Figure 1. Supply network.
Scale: 3 px per um. Pins as bars on the die edge.
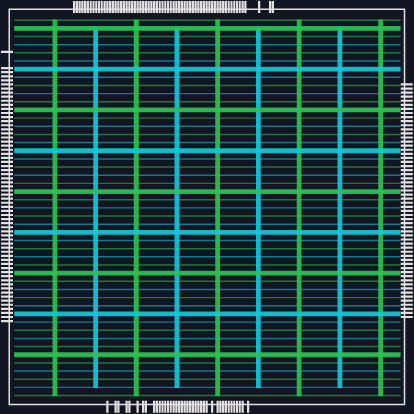
Figure 2. Placed cells, one colour a class.
Scale: 2 px per um. Fill, decap, tap and diode cells in grey.
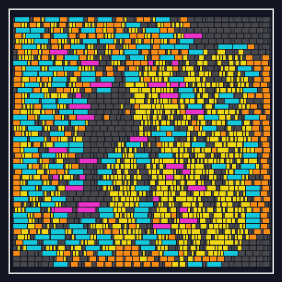
==> src/rtl/slave_package.sv <==
// AHB-Lite encodings shared by the burst master, its address generator and the slave fabric.
// Also holds beat-count and address-alignment helpers used when a command is accepted.
package slave_package;

  typedef enum logic [1:0] {
    IDLE   = 2'b00,
    BUSY   = 2'b01,
    NONSEQ = 2'b10,
    SEQ    = 2'b11
  } HTRANS_E;

  typedef enum logic [2:0] {
    BYTE      = 3'b000,
    HALF_WORD = 3'b001,
    WORD      = 3'b010
  } HSIZE_E;

  typedef enum logic [2:0] {
    SINGLE = 3'd0,
    INCR   = 3'd1,
    WRAP4  = 3'd2,
    INCR4  = 3'd3,
    WRAP8  = 3'd4,
    INCR8  = 3'd5,
    WRAP16 = 3'd6,
    INCR16 = 3'd7
  } HBURST_E;

  typedef enum logic {
    OKAY  = 1'b0,
    ERROR = 1'b1
  } HRESP_E;

  localparam int unsigned KB_BOUND = 1024;

  // Undefined-length INCR uses len, with zero promoted to a single beat.
  function automatic logic [8:0] burst_beats(HBURST_E burst, logic [8:0] len);
    logic [8:0] beats;
    case (burst)
      SINGLE:         beats = 9'd1;
      WRAP4, INCR4:   beats = 9'd4;
      WRAP8, INCR8:   beats = 9'd8;
      WRAP16, INCR16: beats = 9'd16;
      INCR:           beats = (len == 9'd0) ? 9'd1 : len;
      default:        beats = 9'd1;
    endcase
    return beats;
  endfunction

  function automatic logic is_wrap(HBURST_E burst);
    return (burst == WRAP4) || (burst == WRAP8) || (burst == WRAP16);
  endfunction

  function automatic logic [31:0] align_addr(logic [31:0] addr, HSIZE_E size);
    return addr & ~((32'd1 << size) - 32'd1);
  endfunction

endpackage

==> src/rtl/ahb_lite_burst_master_if.sv <==
// Client command/data port and AHB-Lite bus of the burst master, bundled as one interface.
// The master modport is the sequencer's view; slave is the view of the client plus fabric.
interface ahb_lite_burst_master_if;
  import slave_package::*;

  logic        cmd_valid;
  logic        cmd_ready;
  logic [31:0] cmd_addr;
  logic        cmd_write;
  HSIZE_E      cmd_size;
  HBURST_E     cmd_burst;
  logic [8:0]  cmd_len;

  logic [31:0] wdata;
  logic        wdata_valid;
  logic        wdata_ready;
  logic [31:0] rdata;
  logic        rdata_valid;
  logic        done;
  logic        err;

  logic [31:0] HADDR;
  HTRANS_E     HTRANS;
  logic        HWRITE;
  HSIZE_E      HSIZE;
  HBURST_E     HBURST;
  logic [31:0] HWDATA;
  logic [31:0] HRDATA;
  logic        HREADY;
  HRESP_E      HRESP;

  modport master (
    input  cmd_valid, cmd_addr, cmd_write, cmd_size, cmd_burst, cmd_len,
    input  wdata, wdata_valid,
    output cmd_ready, wdata_ready, rdata, rdata_valid, done, err,
    output HADDR, HTRANS, HWRITE, HSIZE, HBURST, HWDATA,
    input  HRDATA, HREADY, HRESP
  );

  modport slave (
    output cmd_valid, cmd_addr, cmd_write, cmd_size, cmd_burst, cmd_len,
    output wdata, wdata_valid,
    input  cmd_ready, wdata_ready, rdata, rdata_valid, done, err,
    input  HADDR, HTRANS, HWRITE, HSIZE, HBURST, HWDATA,
    output HRDATA, HREADY, HRESP
  );

endinterface

==> src/rtl/ahb_addr_gen.sv <==
// Combinational next-beat address for INCR*/WRAP* bursts, plus detection of an undefined-length
// INCR step that lands in a new KB_BOUND region (that beat must be re-issued as NONSEQ).
module ahb_addr_gen
  import slave_package::*;
#(
  parameter int unsigned KB_BOUND = slave_package::KB_BOUND
) (
  input  logic [31:0] addr,
  input  HSIZE_E      size,
  input  HBURST_E     burst,
  output logic [31:0] next_addr,
  output logic        cross_kb
);

  localparam logic [31:0] KbMask = 32'(KB_BOUND - 1);

  logic [31:0] inc;
  logic [31:0] incr_addr;
  logic [31:0] wrap_mask;

  always_comb begin
    inc       = 32'd1 << size;
    incr_addr = addr + inc;
    // Wrap window is beats * transfer size bytes; only the bits inside it advance.
    wrap_mask = (32'(burst_beats(burst, 9'd1)) << size) - 32'd1;
    if (is_wrap(burst)) begin
      next_addr = (addr & ~wrap_mask) | (incr_addr & wrap_mask);
    end else begin
      next_addr = incr_addr;
    end
    cross_kb = (burst == INCR) && (((addr ^ next_addr) & ~KbMask) != 32'd0);
  end

endmodule

==> src/rtl/ahb_lite_burst_master.sv <==
// Command-driven AHB-Lite burst sequencer. wdata_ready is a registered pulse meaning the word
// presented before the previous edge was taken; the client shows its next word in that cycle.
module ahb_lite_burst_master
  import slave_package::*;
#(
  parameter int unsigned MAX_LEN  = 256,
  parameter int unsigned KB_BOUND = slave_package::KB_BOUND
) (
  input logic                     HCLK,
  input logic                     HRESET,
  ahb_lite_burst_master_if.master bus
);

  localparam logic [1:0] S_IDLE = 2'd0;
  localparam logic [1:0] S_ADDR = 2'd1;
  localparam logic [1:0] S_LAST = 2'd2;
  localparam logic [1:0] S_ERR  = 2'd3;

  localparam logic [8:0] MaxLenW = 9'(MAX_LEN);

  logic [1:0]  state_q, state_d;
  logic [31:0] haddr_q, haddr_d;
  HTRANS_E     htrans_q, htrans_d;
  logic        hwrite_q, hwrite_d;
  HSIZE_E      hsize_q, hsize_d;
  HBURST_E     hburst_q, hburst_d;
  logic [31:0] hwdata_q, hwdata_d;
  logic [31:0] wbuf_q, wbuf_d;
  logic [8:0]  beats_left_q, beats_left_d;
  logic        dp_valid_q, dp_valid_d;
  logic        busy_nonseq_q, busy_nonseq_d;
  logic        cmd_ready_q, cmd_ready_d;
  logic        wdata_ready_q, wdata_ready_d;
  logic [31:0] rdata_q, rdata_d;
  logic        rdata_valid_q, rdata_valid_d;
  logic        done_q, done_d;
  logic        err_q, err_d;

  logic [31:0] next_addr;
  logic        cross_kb;
  logic        addr_done;
  logic        data_err;
  logic        pop;
  logic [8:0]  len_clamped;

  ahb_addr_gen #(
    .KB_BOUND (KB_BOUND)
  ) u_addr_gen (
    .addr      (haddr_q),
    .size      (hsize_q),
    .burst     (hburst_q),
    .next_addr (next_addr),
    .cross_kb  (cross_kb)
  );

  assign addr_done   = bus.HREADY && ((htrans_q == NONSEQ) || (htrans_q == SEQ));
  assign data_err    = dp_valid_q && (bus.HRESP == ERROR);
  assign len_clamped = (bus.cmd_len > MaxLenW) ? MaxLenW : bus.cmd_len;

  always_comb begin
    state_d       = state_q;
    haddr_d       = haddr_q;
    htrans_d      = htrans_q;
    hwrite_d      = hwrite_q;
    hsize_d       = hsize_q;
    hburst_d      = hburst_q;
    hwdata_d      = hwdata_q;
    wbuf_d        = wbuf_q;
    beats_left_d  = beats_left_q;
    dp_valid_d    = dp_valid_q;
    busy_nonseq_d = busy_nonseq_q;
    cmd_ready_d   = cmd_ready_q;
    rdata_d       = rdata_q;
    wdata_ready_d = 1'b0;
    rdata_valid_d = 1'b0;
    done_d        = 1'b0;
    err_d         = 1'b0;
    pop           = 1'b0;

    case (state_q)
      S_IDLE: begin
        if (bus.cmd_valid && (!bus.cmd_write || bus.wdata_valid)) begin
          state_d      = S_ADDR;
          cmd_ready_d  = 1'b0;
          htrans_d     = NONSEQ;
          haddr_d      = align_addr(bus.cmd_addr, bus.cmd_size);
          hwrite_d     = bus.cmd_write;
          hsize_d      = bus.cmd_size;
          hburst_d     = bus.cmd_burst;
          beats_left_d = burst_beats(bus.cmd_burst, len_clamped) - 9'd1;
          dp_valid_d   = 1'b0;
          pop          = bus.cmd_write;
        end
      end

      S_ADDR, S_LAST: begin
        if (data_err) begin
          // First ERROR cycle: cancel the pending beat by going IDLE right away.
          htrans_d   = IDLE;
          dp_valid_d = 1'b0;
          state_d    = S_ERR;
        end else if (bus.HREADY) begin
          if (dp_valid_q && !hwrite_q) begin
            rdata_d       = bus.HRDATA;
            rdata_valid_d = 1'b1;
          end
          dp_valid_d = addr_done;
          if (state_q == S_LAST) begin
            done_d      = 1'b1;
            cmd_ready_d = 1'b1;
            state_d     = S_IDLE;
          end else if (addr_done) begin
            if (hwrite_q) begin
              hwdata_d = wbuf_q;
            end
            if (beats_left_q == 9'd0) begin
              htrans_d = IDLE;
              state_d  = S_LAST;
            end else begin
              haddr_d      = next_addr;
              beats_left_d = beats_left_q - 9'd1;
              if (hwrite_q && !bus.wdata_valid) begin
                htrans_d      = BUSY;
                busy_nonseq_d = cross_kb;
              end else begin
                if (cross_kb) begin
                  htrans_d = NONSEQ;
                end else begin
                  htrans_d = SEQ;
                end
                pop = hwrite_q;
              end
            end
          end else if ((htrans_q == BUSY) && bus.wdata_valid) begin
            // Address already advanced on entry to BUSY; just release the held beat.
            if (busy_nonseq_q) begin
              htrans_d = NONSEQ;
            end else begin
              htrans_d = SEQ;
            end
            pop = 1'b1;
          end
        end
      end

      S_ERR: begin
        if (bus.HREADY) begin
          err_d       = 1'b1;
          cmd_ready_d = 1'b1;
          state_d     = S_IDLE;
        end
      end

      default: begin
        state_d = S_IDLE;
      end
    endcase

    if (pop) begin
      wbuf_d        = bus.wdata;
      wdata_ready_d = 1'b1;
    end
  end

  always_ff @(posedge HCLK) begin
    if (HRESET) begin
      state_q       <= S_IDLE;
      haddr_q       <= 32'd0;
      htrans_q      <= IDLE;
      hwrite_q      <= 1'b0;
      hsize_q       <= BYTE;
      hburst_q      <= SINGLE;
      hwdata_q      <= 32'd0;
      wbuf_q        <= 32'd0;
      beats_left_q  <= 9'd0;
      dp_valid_q    <= 1'b0;
      busy_nonseq_q <= 1'b0;
      cmd_ready_q   <= 1'b1;
      wdata_ready_q <= 1'b0;
      rdata_q       <= 32'd0;
      rdata_valid_q <= 1'b0;
      done_q        <= 1'b0;
      err_q         <= 1'b0;
    end else begin
      state_q       <= state_d;
      haddr_q       <= haddr_d;
      htrans_q      <= htrans_d;
      hwrite_q      <= hwrite_d;
      hsize_q       <= hsize_d;
      hburst_q      <= hburst_d;
      hwdata_q      <= hwdata_d;
      wbuf_q        <= wbuf_d;
      beats_left_q  <= beats_left_d;
      dp_valid_q    <= dp_valid_d;
      busy_nonseq_q <= busy_nonseq_d;
      cmd_ready_q   <= cmd_ready_d;
      wdata_ready_q <= wdata_ready_d;
      rdata_q       <= rdata_d;
      rdata_valid_q <= rdata_valid_d;
      done_q        <= done_d;
      err_q         <= err_d;
    end
  end

  assign bus.HADDR       = haddr_q;
  assign bus.HTRANS      = htrans_q;
  assign bus.HWRITE      = hwrite_q;
  assign bus.HSIZE       = hsize_q;
  assign bus.HBURST      = hburst_q;
  assign bus.HWDATA      = hwdata_q;
  assign bus.cmd_ready   = cmd_ready_q;
  assign bus.wdata_ready = wdata_ready_q;
  assign bus.rdata       = rdata_q;
  assign bus.rdata_valid = rdata_valid_q;
  assign bus.done        = done_q;
  assign bus.err         = err_q;

endmodule

==> src/flat_wrapper.sv <==
// flat-port wrapper written by rule: the top's interface ports become plain ports
module ahb_lite_burst_master_flat import slave_package::*;
#(
  parameter int unsigned MAX_LEN  = 256,
  parameter int unsigned KB_BOUND = slave_package::KB_BOUND
)
  (HCLK, HRESET, bus_cmd_valid, bus_cmd_addr, bus_cmd_write, bus_cmd_size, bus_cmd_burst, bus_cmd_len, bus_wdata, bus_wdata_valid, bus_cmd_ready, bus_wdata_ready, bus_rdata, bus_rdata_valid, bus_done, bus_err, bus_HADDR, bus_HTRANS, bus_HWRITE, bus_HSIZE, bus_HBURST, bus_HWDATA, bus_HRDATA, bus_HREADY, bus_HRESP);
  ahb_lite_burst_master_if bus_i ();
  input logic HCLK;
  input logic HRESET;
  input wire logic [$bits(bus_i.cmd_valid)-1:0] bus_cmd_valid;
  input wire logic [$bits(bus_i.cmd_addr)-1:0] bus_cmd_addr;
  input wire logic [$bits(bus_i.cmd_write)-1:0] bus_cmd_write;
  input wire logic [$bits(bus_i.cmd_size)-1:0] bus_cmd_size;
  input wire logic [$bits(bus_i.cmd_burst)-1:0] bus_cmd_burst;
  input wire logic [$bits(bus_i.cmd_len)-1:0] bus_cmd_len;
  input wire logic [$bits(bus_i.wdata)-1:0] bus_wdata;
  input wire logic [$bits(bus_i.wdata_valid)-1:0] bus_wdata_valid;
  output wire logic [$bits(bus_i.cmd_ready)-1:0] bus_cmd_ready;
  output wire logic [$bits(bus_i.wdata_ready)-1:0] bus_wdata_ready;
  output wire logic [$bits(bus_i.rdata)-1:0] bus_rdata;
  output wire logic [$bits(bus_i.rdata_valid)-1:0] bus_rdata_valid;
  output wire logic [$bits(bus_i.done)-1:0] bus_done;
  output wire logic [$bits(bus_i.err)-1:0] bus_err;
  output wire logic [$bits(bus_i.HADDR)-1:0] bus_HADDR;
  output wire logic [$bits(bus_i.HTRANS)-1:0] bus_HTRANS;
  output wire logic [$bits(bus_i.HWRITE)-1:0] bus_HWRITE;
  output wire logic [$bits(bus_i.HSIZE)-1:0] bus_HSIZE;
  output wire logic [$bits(bus_i.HBURST)-1:0] bus_HBURST;
  output wire logic [$bits(bus_i.HWDATA)-1:0] bus_HWDATA;
  input wire logic [$bits(bus_i.HRDATA)-1:0] bus_HRDATA;
  input wire logic [$bits(bus_i.HREADY)-1:0] bus_HREADY;
  input wire logic [$bits(bus_i.HRESP)-1:0] bus_HRESP;
  assign bus_i.cmd_valid = bus_cmd_valid;
  assign bus_i.cmd_addr = bus_cmd_addr;
  assign bus_i.cmd_write = bus_cmd_write;
  assign bus_i.cmd_size = bus_cmd_size;
  assign bus_i.cmd_burst = bus_cmd_burst;
  assign bus_i.cmd_len = bus_cmd_len;
  assign bus_i.wdata = bus_wdata;
  assign bus_i.wdata_valid = bus_wdata_valid;
  assign bus_cmd_ready = bus_i.cmd_ready;
  assign bus_wdata_ready = bus_i.wdata_ready;
  assign bus_rdata = bus_i.rdata;
  assign bus_rdata_valid = bus_i.rdata_valid;
  assign bus_done = bus_i.done;
  assign bus_err = bus_i.err;
  assign bus_HADDR = bus_i.HADDR;
  assign bus_HTRANS = bus_i.HTRANS;
  assign bus_HWRITE = bus_i.HWRITE;
  assign bus_HSIZE = bus_i.HSIZE;
  assign bus_HBURST = bus_i.HBURST;
  assign bus_HWDATA = bus_i.HWDATA;
  assign bus_i.HRDATA = bus_HRDATA;
  assign bus_i.HREADY = bus_HREADY;
  assign bus_i.HRESP = bus_HRESP;
  ahb_lite_burst_master #(.MAX_LEN(MAX_LEN), .KB_BOUND(KB_BOUND)) u_core (.HCLK(HCLK), .HRESET(HRESET), .bus(bus_i));
endmodule
==> config.mk <==
export PLATFORM = sky130hd
export DESIGN_NAME = ahb_lite_burst_master_flat
export DESIGN_NICKNAME = d
export VERILOG_FILES = /design/src/rtl/slave_package.sv /design/src/rtl/ahb_lite_burst_master_if.sv /design/src/rtl/ahb_addr_gen.sv /design/src/rtl/ahb_lite_burst_master.sv /design/src/flat_wrapper.sv
export SDC_FILE = /design/constraint.sdc
export NUM_CORES = 1
export LEC_CHECK = 0
export CORE_UTILIZATION = 49
export DETAILED_ROUTE_END_ITERATION = 8
export PLACE_DENSITY = 0.9
export SYNTH_ARGS = -nofsm -noshare
export SYNTH_HDL_FRONTEND = slang
export SYNTH_SLANG_ARGS = --single-unit
==> constraint.sdc <==
create_clock -name HCLK -period 4.15 [get_ports HCLK]
set_input_delay 0.6225 -clock HCLK [delete_from_list [all_inputs] [get_ports HCLK]]
set_output_delay 0.6225 -clock HCLK [all_outputs]
set_load 0.02 [all_outputs]
==> results_dict.tcl <==
# collected from the flow reports
set metrics [dict create \
    status "completed" \
    pwr-share-comb_pct 38.2 \
    final_util_pct 69.7 \
    grt_max_degree 63 \
    wl_per_cell_um 16.7 \
    cts.htree.levels 4 \
    crit_top_cell "nor4_1" \
    cp.arrival_ps 3830 \
    skew_ps 10.8 \
    cts_buffer_depth 2 \
    area_leaders "dfxtp_1 (39%), nand2_1 (9.3%), a21oi_1 (8.3%)" \
    final.setup.worst_slack_ps 657 \
    fin_tns_setup_ps 0 \
    post_cts_buffers 0 \
    busiest_layer "met2" \
    timing.rr.end "u_core.bus.HADDR[26]" \
    crit_cells 12 \
    post-route-min-period_ps 3490 \
    final_layout_size_suffix_gt1_share_pct 6.34 \
    clockRootBuffer "clkbuf_16" \
    rrSetupSlack_ps 660 \
    worst-path-max-fanout 14 \
    crit_chain "nor3_1 -> ha_1 -> inv_1 -> fa_1 -> nor2b_1 -> o31a_1 -> nor4_1 -> o21bai_1 -> nand2_1 -> nor4_1 -> a311oi_1 -> nor4_1" \
    grtUsageMet1_pct 34.4 \
    drtAntennaViolNets 0 \
    layout_worst_path_cycle_share_pct 84.2 \
    startpoint "u_core.bus.HSIZE[2]" \
    critPathSlowestCell "nor4_1" \
    async_reset_ff_share_pct 0 \
    power.density_nw_per_um2 534 \
    grt.met2_usage_pct 49.4 \
    crit_required_ps 4490 \
    timing.slew.headroom_pct 21.6 \
    synthCells 1051 \
    mi_logic_area_um2 4670 \
    numSequentialCells 159 \
    synthTopCellsByCount "nand2_1 (203), dfxtp_1 (159), a21oi_1 (135)" \
    place_hpwl_um 17500 \
    path_buffers 1 \
    io_buffer_count 227 \
    firstDrtPassIters 5 \
    mux_share_pct 5.64 \
    antenna_found_initial 0 \
    area_dominant_class "multi-input combinational cells" \
    place_ws_ps 717 \
    p_leak_nw 4.04 \
    vias 8531 \
    synthMostInstantiatedCell "nand2_1" \
    comb_share_pct 41.5 \
    startpoint_type "flip-flop" \
    clk_pin_slew_worst_paths_ps 70 \
    ys_types 79 \
    p_comb_w 0.00229 \
    swShare_pct 38.3 \
    tool_warnings 34 \
    slew_viol_final 0 \
    top_layer_used "met4" \
    postPlaceCellArea_um2 10600 \
    insertedDiodeCount 0 \
    drcViolationCount 0 \
    synthSimpleGateAreaFrac_pct 26.1 \
    cts_resized 0 \
    cap_viol_max_count 0 \
    yosysTopAreaCell "dfxtp_1" \
    worstSetupEndpointType "flip-flop" \
    ys_sh_xor_pct 1.39 \
    syn_area_per_cell_um2 7.79 \
    tightest_slew_ps 1170 \
    setup_viol 0 \
    nClkBuffers 18 \
    synth_adder_area_share_pct 3.61 \
    nets 1389 \
    fp_util_pct 50.8 \
    register_area_um2 3180 \
    max_freq_mhz 286 \
    grt_pass1_wl_um 40500 \
    detailedRoute.firstIterationViolations 578 \
    grt_pass1_vias 8217 \
    hold_viol 0 \
    cpPeakStageDelay_ps 520 \
    ys_seq_share_pct 38.9 \
    yosys.area.top_type_share_pct 38.9 \
    n_all_buffers 243 \
    insertion_delay_ps 430 \
    place_congestion 0.933 \
    internal-power_w 0.00370 \
    finalWirelength_um 24600 \
    synthAoiAreaFrac_pct 19.8 \
    grtUsageMet3_pct 6.91 \
    final-clk-cell-share_pct 5.56 \
    crit_type "flip-flop to flip-flop" \
    cp_top_family "simple AND/OR/NAND/NOR gates" \
    avgViaCountPerCell 5.78 \
    total_power_w 0.00600 \
]
-- Figure 1 (at the start) --
Key: green = VSS; cyan = VDD
The core has 46 rows. 9 straps on met5. 9 straps on met4. 47 met1 rails follow the rows. 228 signal pins sit on the boundary.
VDD IR max: 0.377 mV
Die X: 131 um
core area: 16100 um2

-- Figure 2 (at the start) --
Key: yellow = combinational and other logic [cells 827, share of their area 43%]; orange = other buffers and delay cells [cells 243, share of their area 22%]; cyan = flops [cells 159, share of their area 29%]; magenta = clock drivers and dummy loads [cells 32, share of their area 5.7%]
fin area: 11200 um2
# rows: 46

==> flip-flops by register name, summed over array words and instances, names as in the netlist, named ones only <==
| name | flops |
|---|---|
| u_core.wbuf_q | 32 |
| u_core.bus.HADDR | 22 |
| u_core.bus.HSIZE | 3 |
| u_core.state_q | 2 |
| u_core.bus.rdata_valid | 1 |
| u_core.bus.HTRANS | 2 |
| u_core.busy_nonseq_q | 1 |
| u_core.bus.wdata_ready | 1 |
| u_core.bus.cmd_ready | 1 |
| u_core.bus.HWDATA | 32 |
| u_core.beats_left_q | 9 |
| u_core.bus.err | 1 |
| u_core.bus.HWRITE | 1 |
| u_core.dp_valid_q | 1 |
| u_core.bus.done | 1 |
| u_core.bus.HBURST | 3 |
| u_core.bus.rdata | 32 |
==> how the worst min path moves through the flow <==
stage	start	to	slack, ps	cells after the start
3_3_place_gp	u_core.wbuf_q[24]	u_core.bus.HWDATA[24]	440	2
5_1_grt	u_core.wbuf_q[15]	u_core.bus.HWDATA[15]	460	2
3_5_place_dp	u_core.wbuf_q[25]	u_core.bus.HWDATA[25]	440	2
4_1_cts	u_core.wbuf_q[25]	u_core.bus.HWDATA[25]	450	2
6_report	u_core.wbuf_q[15]	u_core.bus.HWDATA[15]	450	2
2_1_floorplan	u_core.wbuf_q[0]	u_core.bus.HWDATA[0]	430	2
==> layout by cell type, fill, tap and decap left out, types with 9 or more instances in the layout <==
master / instances
a211oi_1: 13
a21o_1: 9
a21oi_1: 134
and2_1: 9
and3_1: 23
buf_4: 17
clkbuf_16: 17
clkdlybuf4s50_1: 226
dfxtp_1: 159
ha_1: 21
inv_1: 25
mux2i_1: 39
nand2_1: 203
nand3_1: 25
nand4_1: 11
nor2_1: 97
nor3_1: 22
nor4_1: 23
o21ai_0: 31
xnor2_1: 10
Power figures rest on the tool's default switching activity, not on a simulated workload.
